[config.mk]
export PLATFORM = sky130hd
export DESIGN_NAME = regfile_sequencer_flat
export DESIGN_NICKNAME = d
export VERILOG_FILES = /design/src/rtl/cpu_pkg.sv /design/src/rtl/regfile_sequencer_if.sv /design/src/rtl/regfile_sequencer.sv /design/src/flat_wrapper.sv
export SDC_FILE = /design/constraint.sdc
export NUM_CORES = 1
export LEC_CHECK = 0
export CAP_MARGIN = 20
export CORE_UTILIZATION = 40
export CTS_BUF_LIST = sky130_fd_sc_hd__clkbuf_4
export CTS_CLUSTER_SIZE = 40
export DETAILED_ROUTE_END_ITERATION = 8
export PLACE_DENSITY = 0.72
export SYNTH_ARGS = -nofsm -noshare
export SYNTH_HDL_FRONTEND = slang
export SYNTH_SLANG_ARGS = --single-unit
[constraint.sdc]
create_clock -name clk -period 3.53 [get_ports clk]
set_input_delay 0.706 -clock clk [delete_from_list [all_inputs] [get_ports clk]]
set_output_delay 0.706 -clock clk [all_outputs]
set_load 0.03 [all_outputs]
[src/rtl/cpu_pkg.sv]
// Shared types for the register-file sequencer: instruction layout, ALU opcodes, FSM states.
package cpu_pkg;

   localparam int unsigned REG_ADDR_W = 2;

   typedef enum logic [1:0] {
      AluAdd = 2'b00,
      AluSub = 2'b01,
      AluAnd = 2'b10,
      AluNop = 2'b11
   } alu_op_e;

   typedef struct packed {
      alu_op_e                 op;
      logic [REG_ADDR_W-1:0]   rd;
      logic [REG_ADDR_W-1:0]   rs1;
      logic [REG_ADDR_W-1:0]   rs2;
   } instr_t;

   typedef enum logic [2:0] {
      StIdle,
      StFetch,
      StExec,
      StWrite,
      StDone
   } seq_state_e;

endpackage

[src/rtl/regfile_sequencer_if.sv]
// Control, instruction-memory and register-file signals of the sequencer.
interface regfile_sequencer_if
   import cpu_pkg::*;
#(
   parameter int unsigned PC_WIDTH   = 4,
   parameter int unsigned ITER_WIDTH = 8
) ();

   logic                    start;
   logic                    abort;
   logic [PC_WIDTH-1:0]     prog_last;
   logic [ITER_WIDTH-1:0]   iter_cnt;
   logic [PC_WIDTH-1:0]     im_addr;
   logic [7:0]              im_data;
   logic [REG_ADDR_W-1:0]   rs1;
   logic [REG_ADDR_W-1:0]   rs2;
   logic [REG_ADDR_W-1:0]   rd;
   alu_op_e                 alu_op;
   logic                    reg_we;
   logic                    busy;
   logic                    done;
   logic [ITER_WIDTH-1:0]   iter_left;

   // master: the sequencer itself
   modport master (
      input  start, abort, prog_last, iter_cnt, im_data,
      output im_addr, rs1, rs2, rd, alu_op, reg_we, busy, done, iter_left
   );

   modport slave (
      output start, abort, prog_last, iter_cnt, im_data,
      input  im_addr, rs1, rs2, rd, alu_op, reg_we, busy, done, iter_left
   );

endinterface

[src/rtl/regfile_sequencer.sv]
// Multi-cycle FETCH/EXEC/WRITE controller that replays a short program a programmable
// number of times against the register file and ALU.
module regfile_sequencer
   import cpu_pkg::*;
#(
   parameter int unsigned REGF_WIDTH = 16,
   parameter int unsigned IM_DEPTH   = 16,
   parameter int unsigned PC_WIDTH   = $clog2(IM_DEPTH),
   parameter int unsigned ITER_WIDTH = 8
) (
   input  logic                clk,
   input  logic                rst,
   regfile_sequencer_if.master bus
);

   // iter_left is reported on the data path, so it has to fit in a register word
   if (ITER_WIDTH > REGF_WIDTH) begin : g_iter_width_check
      $error("ITER_WIDTH must not exceed REGF_WIDTH");
   end

   seq_state_e              state_q, state_d;
   logic [PC_WIDTH-1:0]     pc_q, pc_d;
   logic [PC_WIDTH-1:0]     prog_last_q, prog_last_d;
   instr_t                  ir_q, ir_d;
   logic [ITER_WIDTH-1:0]   iter_left_q, iter_left_d;
   logic                    reg_we;
   logic                    busy;
   logic                    done;

   always_ff @(posedge clk or posedge rst) begin
      if (rst) begin
         state_q     <= StIdle;
         pc_q        <= '0;
         prog_last_q <= '0;
         ir_q        <= '0;
         iter_left_q <= '0;
      end else begin
         state_q     <= state_d;
         pc_q        <= pc_d;
         prog_last_q <= prog_last_d;
         ir_q        <= ir_d;
         iter_left_q <= iter_left_d;
      end
   end

   always_comb begin
      state_d     = state_q;
      pc_d        = pc_q;
      prog_last_d = prog_last_q;
      ir_d        = ir_q;
      iter_left_d = iter_left_q;
      reg_we      = 1'b0;
      busy        = 1'b0;
      done        = 1'b0;

      unique case (state_q)
         StIdle: begin
            // abort outranks start when both arrive together
            if (bus.start && !bus.abort) begin
               prog_last_d = bus.prog_last;
               iter_left_d = bus.iter_cnt;
               pc_d        = '0;
               state_d     = (bus.iter_cnt == '0) ? StDone : StFetch;
            end
         end
         StFetch: begin
            busy = 1'b1;
            if (bus.abort) begin
               state_d = StIdle;
            end else begin
               ir_d    = instr_t'(bus.im_data);
               state_d = StExec;
            end
         end
         StExec: begin
            busy    = 1'b1;
            state_d = bus.abort ? StIdle : StWrite;
         end
         StWrite: begin
            busy = 1'b1;
            if (bus.abort) begin
               state_d = StIdle;
            end else begin
               reg_we = (ir_q.op != AluNop);
               if (pc_q != prog_last_q) begin
                  pc_d    = pc_q + PC_WIDTH'(1);
                  state_d = StFetch;
               end else if (iter_left_q == ITER_WIDTH'(1)) begin
                  state_d = StDone;
               end else begin
                  iter_left_d = iter_left_q - ITER_WIDTH'(1);
                  pc_d        = '0;
                  state_d     = StFetch;
               end
            end
         end
         StDone: begin
            done    = 1'b1;
            state_d = StIdle;
         end
         default: state_d = StIdle;
      endcase
   end

   // Decode fields come straight from ir, so they hold their value until the next fetch
   assign bus.im_addr   = pc_q;
   assign bus.rs1       = ir_q.rs1;
   assign bus.rs2       = ir_q.rs2;
   assign bus.rd        = ir_q.rd;
   assign bus.alu_op    = ir_q.op;
   assign bus.reg_we    = reg_we;
   assign bus.busy      = busy;
   assign bus.done      = done;
   assign bus.iter_left = iter_left_q;

endmodule

[src/flat_wrapper.sv]
// flat-port wrapper written by rule: the top's interface ports become plain ports
module regfile_sequencer_flat import cpu_pkg::*;
#(
   parameter int unsigned REGF_WIDTH = 16,
   parameter int unsigned IM_DEPTH   = 16,
   parameter int unsigned PC_WIDTH   = $clog2(IM_DEPTH),
   parameter int unsigned ITER_WIDTH = 8
)
  (clk, rst, bus_start, bus_abort, bus_prog_last, bus_iter_cnt, bus_im_data, bus_im_addr, bus_rs1, bus_rs2, bus_rd, bus_alu_op, bus_reg_we, bus_busy, bus_done, bus_iter_left);
  regfile_sequencer_if #(.PC_WIDTH(PC_WIDTH), .ITER_WIDTH(ITER_WIDTH)) bus_i ();
  input  logic clk;
  input  logic rst;
  input wire logic [$bits(bus_i.start)-1:0] bus_start;
  input wire logic [$bits(bus_i.abort)-1:0] bus_abort;
  input wire logic [$bits(bus_i.prog_last)-1:0] bus_prog_last;
  input wire logic [$bits(bus_i.iter_cnt)-1:0] bus_iter_cnt;
  input wire logic [$bits(bus_i.im_data)-1:0] bus_im_data;
  output wire logic [$bits(bus_i.im_addr)-1:0] bus_im_addr;
  output wire logic [$bits(bus_i.rs1)-1:0] bus_rs1;
  output wire logic [$bits(bus_i.rs2)-1:0] bus_rs2;
  output wire logic [$bits(bus_i.rd)-1:0] bus_rd;
  output wire logic [$bits(bus_i.alu_op)-1:0] bus_alu_op;
  output wire logic [$bits(bus_i.reg_we)-1:0] bus_reg_we;
  output wire logic [$bits(bus_i.busy)-1:0] bus_busy;
  output wire logic [$bits(bus_i.done)-1:0] bus_done;
  output wire logic [$bits(bus_i.iter_left)-1:0] bus_iter_left;
  assign bus_i.start = bus_start;
  assign bus_i.abort = bus_abort;
  assign bus_i.prog_last = bus_prog_last;
  assign bus_i.iter_cnt = bus_iter_cnt;
  assign bus_i.im_data = bus_im_data;
  assign bus_im_addr = bus_i.im_addr;
  assign bus_rs1 = bus_i.rs1;
  assign bus_rs2 = bus_i.rs2;
  assign bus_rd = bus_i.rd;
  assign bus_alu_op = bus_i.alu_op;
  assign bus_reg_we = bus_i.reg_we;
  assign bus_busy = bus_i.busy;
  assign bus_done = bus_i.done;
  assign bus_iter_left = bus_i.iter_left;
  regfile_sequencer #(.REGF_WIDTH(REGF_WIDTH), .IM_DEPTH(IM_DEPTH), .PC_WIDTH(PC_WIDTH), .ITER_WIDTH(ITER_WIDTH)) u_core (.clk(clk), .rst(rst), .bus(bus_i));
endmodule
==> summary.txt <==
fresh numbers from the pnr run: status=finished, final reports clean, clock share of power=7.9%, seq pwr=roughly 0.00063 W, P_int=0.000982 W, most frequent cell after synthesis=nand2_1, synth warn=0, CP peak stage delay=about 700 ps, Crit path depth=5, Post-CTS Resized=0, mux share=8.64%, Comb group=roughly 0.0011 W, Skew-Pair Late Insertion Delay=330 ps, R2R setup slack=1370 ps, Worst-path clk slew=around 140 ps, core area=3740 sq um, vias in the first global route=1372, n_diodes=0, top fanout value on the critical path=5, area taken by multi-input logic gates=860 sq um, max cap viols=0, worst setup path end=bus_reg_we, area leader, netlist=dfrtp_1, Final Hold Viols=0, met1 Use GR=between 20% and 30%, cts hold-fix bufs=0, net count after synthesis=approximately 190, WP data arrival=about 2600 ps, iteration tally of the first detailed-router pass=5, XOR/XNOR Fraction of Synth Area=2.73%, Placed Cells=about 250, DP Worst Slack=259 ps, Post-synth area hogs=dfrtp_1, mux2_2, nand2_1, H-tree levels=1, endpoints failing setup=0, antenna violations before repair=0, Slowest cell on crit path=clkdlybuf4s50_1, hold path endpoint=u_core.prog_last_q[2], die area=4270 sq um
-- placed cells by master (no fill, tap or decap), types with 2 or more instances in the layout --
cell             count
nor3_1               3
nor4_1               4
nand3b_1             2
clkbuf_4             4
o22ai_1              3
a31oi_1              3
xnor2_1              5
o21ai_0              2
nand2_1             28
o32a_2               2
nor4b_1              3
nor2_1               9
nor3b_1              2
nand4_1              3
a21o_1               2
nand3_1              5
dfrtp_1             27
o31a_1               2
mux2_2              11
clkdlybuf4s50_1     46
a21oi_1              2
o211ai_1             2
nand2b_1             2
and2_1               6
ha_1                 3
inv_1                4
-- final cells by class --
cell class	instances	area share, %
clock buffer	4	1.41
inverter	4	0.705
multi-input combinational	122	40.4
sequential	27	31.7
tap	48	2.82
timing repair buffer	47	22.9
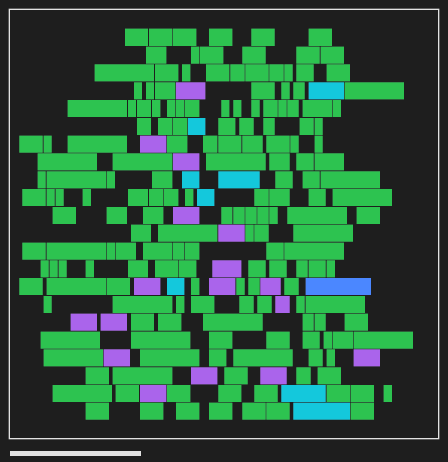
(images/drive_strength.png)
The bar under the picture is 20 microns long.
- drive 6 and up: blue (cells 1; most used buf_16)
- drive 1 or less: green (cells 178; most used clkdlybuf4s50_1)
- drive 3 to 4: cyan (cells 8; most used clkbuf_4)
- drive 2: purple (cells 17; most used mux2_2)
Final WS setup: 239 ps
final instance area: 2130 sq um
Signal buffers: 47
Area growth, synth to finish: 32.5%

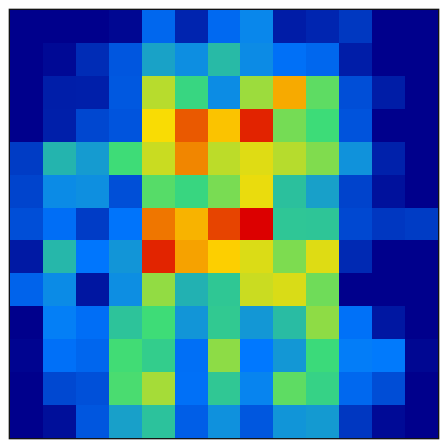
(images/wire_density.png)
13 x 13 tiles, from dark blue (low) to red (high), scaled to the fullest tile. Values are wire area over tile area, all layers added.
- densest ninth of the die: middle
- tiles over half the peak: 24%
- emptiest ninth of the die: top left
- mean over tiles: 0.14
- nearly empty tiles: 18%

Power and IR drop assume default switching activity.
